Design receptor_serial, sky130hd; sources not shown.
### PDN straps and rails

The bar under the picture is 20 um long. Pins as bars on the die edge. Tap cells in grey.
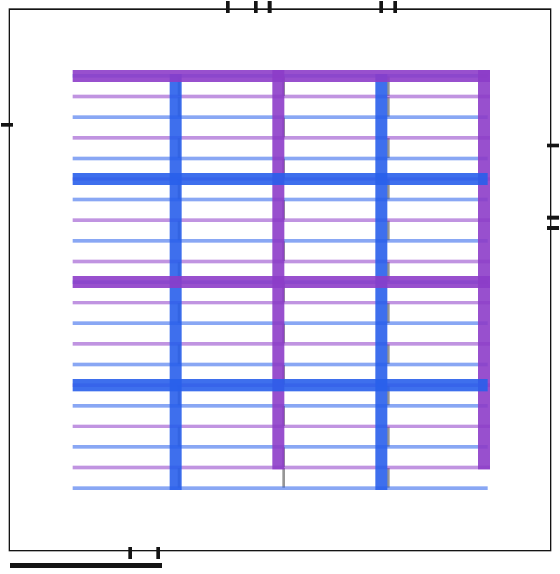
| colour | net |
|---|---|
| purple | VDD |
| blue | VSS |
tap cells: 33
met5 straps: 4
signal pins: 11
Core Area: 2978 um2
worst IR drop on VDD: 0.1543 mV
chip height: 71.26 um
chip width: 71.26 um

### Cells coloured by class

The bar under the picture is 20 um long.
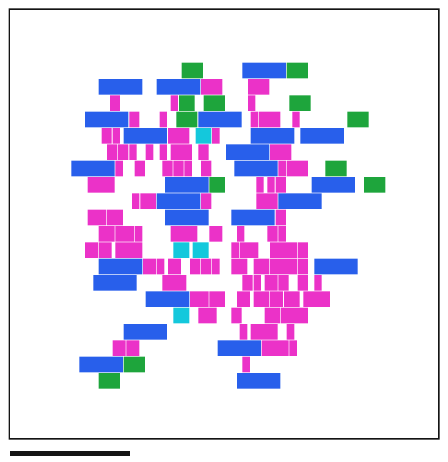
| colour | class | cells |
|---|---|---|
| cyan | clock drivers and dummy loads | 4 |
| blue | flip-flops | 25 |
| magenta | all other logic | 92 |
| green | other buffers and delay cells | 12 |
cell row count: 20
flop share of the area: 0.3910
final core occ: 0.4298
Final Cell Area: 1280 um2

### Clock wires, drivers and flops

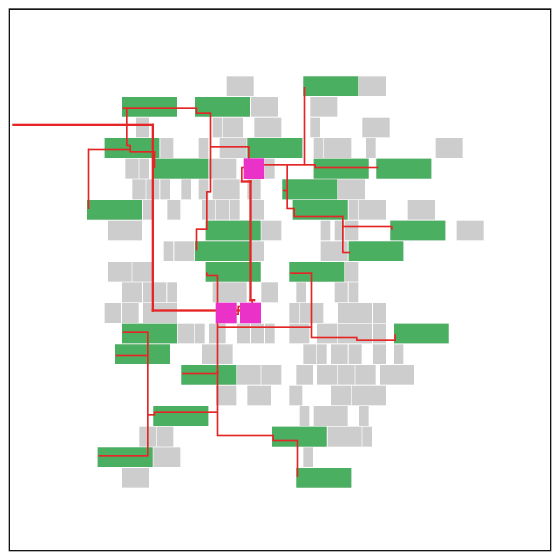
[red] clock wires | length: 319 um
[green] flip-flops | count: 25
[magenta] cells driving clock nets | count: 3
routed clock nets: 4
Latency at later pin: 0.32 ns
Power Clock: 0.000170 W
clock share of power: 0.312

### Signal wires by layer

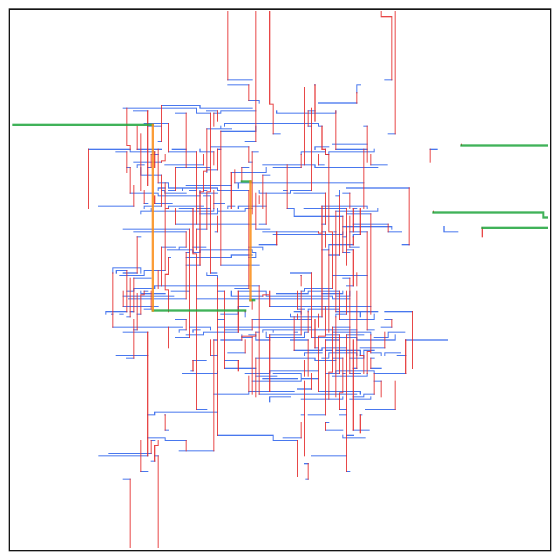
| colour | layer | wire length |
|---|---|---|
| red | met2 | 979 um |
| green | met3 | 67.4 um |
| blue | met1 | 1020 um |
| orange | met4 | 40.1 um |
via count: 869
Total GRT Usage: 0.08660
final WL: 2107 um
WL/cell: 12.69 um

==> changes_impl.md <==
### Changed

* Critical path capture point type: flip-flop
* Status: finished clean
* Commonest Layout Cell: dfxtp_1
* XOR Share, Synth at 0.007752
* Cell Count, Final, Fillers Out at 166
* Clk buf depth at 2
* Cell Area, Synth at between 1000 and 1500 um2
* Setup slack, reg-to-reg at 0.80 ns
* Setup Buffers After CTS at 0
* Area post-placement at between 1000 and 1500 um2
* Yosys simple share at 0.2602
* Placed insts at between 150 and 200
* Top non-seq family: simple AND/OR/NAND/NOR gates
* Initial antenna violation count at 0
* Drt initial violations at 33
* Rel. slew slack at 0.6072
* Top cells excl fill/tap: dfxtp_1 (25), nor2_1 (13), nand2_1 (10), a21oi_1 (10), clkdlybuf4s50_1 (10)
* Worst Hold Depth at 1
* Yosys cell count at 124
* H-tree Lvls at 1
* GP Congestion at ~0.84
* Cts bufs inserted at 3
* CTS-repair resized insts at 0
* Worst slew pin tran at around 0.6 ns
* Port bufs at 10
* Fillcell total at about 300
* YS chip area at 1130 um2
* Cell area leaders: dfxtp_1 (44%), ha_1 (6.6%), mux2i_1 (6.2%)
* Count of cell types in the netlist at 31
* Largest net degree at the start of global routing at 17
* Slew Limit Fails at 0
* DP Wirelength at between 1500 and 2000 um
* Clock-pin slew on the worst setup and hold paths at approximately 0.15 ns
* Gr ovfl total at 0
* Detail Route Antenna Nets at 0
* Syn nets at ~130
* # nets final at 143
* Vias in the first global route at about 780
* Max Cap Viol at 0
* Drc violations at 0
* Layout cell share with drive strength beyond 1 at 0.09774
* Async set or reset register ratio after synthesis at 0
* Yosys aoi share at 0.1019
* Area leader, netlist: dfxtp_1
* CTS tree: built
* Cells after Synth at 124
* P_leak at between 0.4 and 0.5 nW
* Flip-flops with a built-in enable at 0
* Max Freq at between 400 and 500 MHz
* Adder Area Share at 0.06645
* Setup violators final at 0
* Max stage delay on crit path at 0.46 ns
* Die area at 5078 um2
* Crit path kind: reg2reg
* Yosys reg bits at 25
* Period utilisation layout at 0.7145
* Crit path required time at 2.81 ns
* Worst setup SP type: flip-flop
* First-pass GRT wire length at 3519 um
* Dominant register cell: dfxtp_1
* Setup_tns at 0 ns
* Final Hold Vio Count at 0
* Reg2reg path depth at 5
* Floorplan Utilization at 0.3794
* Post-synth seq share at 0.4430
* Critical path cell sequence: ha_1, nor2b_1, nand3_2, mux2i_1, nor2_1
* Worst hold path class: reg2reg
* Multiplexer share of the synthesized area at 0.07198
* Minimum clock period at 2.000 ns
* Critical Path AT at between 2 and 2.5 ns
* # diodes at 0
* Hold-fix buffers at CTS at 0
* Avg Cell Area, Syn at approximately 9.1 um2
* Yosys warnings at 0
* Clock sinks at 25
* Area Overhead vs Synth at 13.29%
* Pwr/cell area at approximately 430 nW/um2
* Critical path peak fanout at 7
* OpenROAD warnings at 29
* RSZ-0062 raised after global routing: no
* Area share, top type at 0.4430
* Slowest cell on crit path: nor2b_1
* Boundary Pins at 11
* Pre-antenna DRT Iters at 4
* Clk root buf: clkbuf_4
* Vias per std cell at around 5.2
-- logic make-up (layout without fill, tap and decap cells) --
family	after synthesis	after routing
muxes	8	8
AOI/OAI and AO/OA	19	19
adders and majority gates	6	6
DFF	25	25
buffers and inverters	12	21
and+or+nand+nor	53	53
xor gates and xnor gates	1	1
-- cell usage after synthesis, types with 2 or more instances --
master	number
dfxtp_1	25
nor2_1	13
a21oi_1	10
nand2_1	10
mux2i_1	7
nand3_1	7
ha_1	6
inv_1	5
nor3b_1	4
clkbuf_1	3
nand3b_1	3
nor3_1	3
a31oi_1	2
buf_2	2
buf_4	2
nand2b_1	2
nand4b_1	2
nor2b_1	2
nor3b_2	2
o21ai_0	2
or2_2	2
-- worst max-delay path, delay by kind of cell, from the launching register on --
kind	cells	cell delay, ns
AND/OR/NAND/NOR	3	0.84
flip-flops	1	0.42
multiplexers	1	0.22
adder cells (fa/ha/maj)	1	0.20
-- final cells by class --
class,count,area (um2),area share
Multi-Input combinational cell,87,574.3,0.4487
Timing Repair Buffer,12,115.1,0.08993
Inverter,5,18.77,0.01466
Clock inverter,1,7.507,0.005865
Clock buffer,3,22.52,0.01760
Tap cell,33,41.29,0.03226
Sequential cell,25,500.5,0.3910
-- stage by stage --
stage / worst slack (ns) / power, W / hold WS (ns) / util
2_1_floorplan: 1.207 / 0.0003768 / 0.1838 / -
3_3_place_gp: 0.8739 / 0.0003820 / 0.2024 / 0.4197
3_5_place_dp: 0.8107 / 0.0003819 / 0.1981 / 0.4197
4_1_cts: 0.7941 / 0.0005526 / 0.2321 / 0.4298
5_1_grt: 0.6258 / 0.0005643 / 0.2640 / 0.4298
6_report: 0.7995 / 0.0005441 / 0.2300 / 0.4298
-- per-layer routing --
layer  GRT usage  wire length [um]
met2      0.1469               978
met4     0.04850                40
met3     0.01953                67
met5           0                 0
met1     0.09754              1021
-- report_power, final --
| part | total, W | switching (W) | internal (W) | leakage [nW] |
|---|---|---|---|---|
| Sequential | 0.000361 | 0.00000304 | 0.000358 | 0.202 |
| Combinational | 0.0000135 | 0.00000702 | 0.00000648 | 0.275 |
| Clock | 0.000170 | 0.000115 | 0.0000546 | 0.0139 |
Power is estimated from default activity; no workload was simulated.
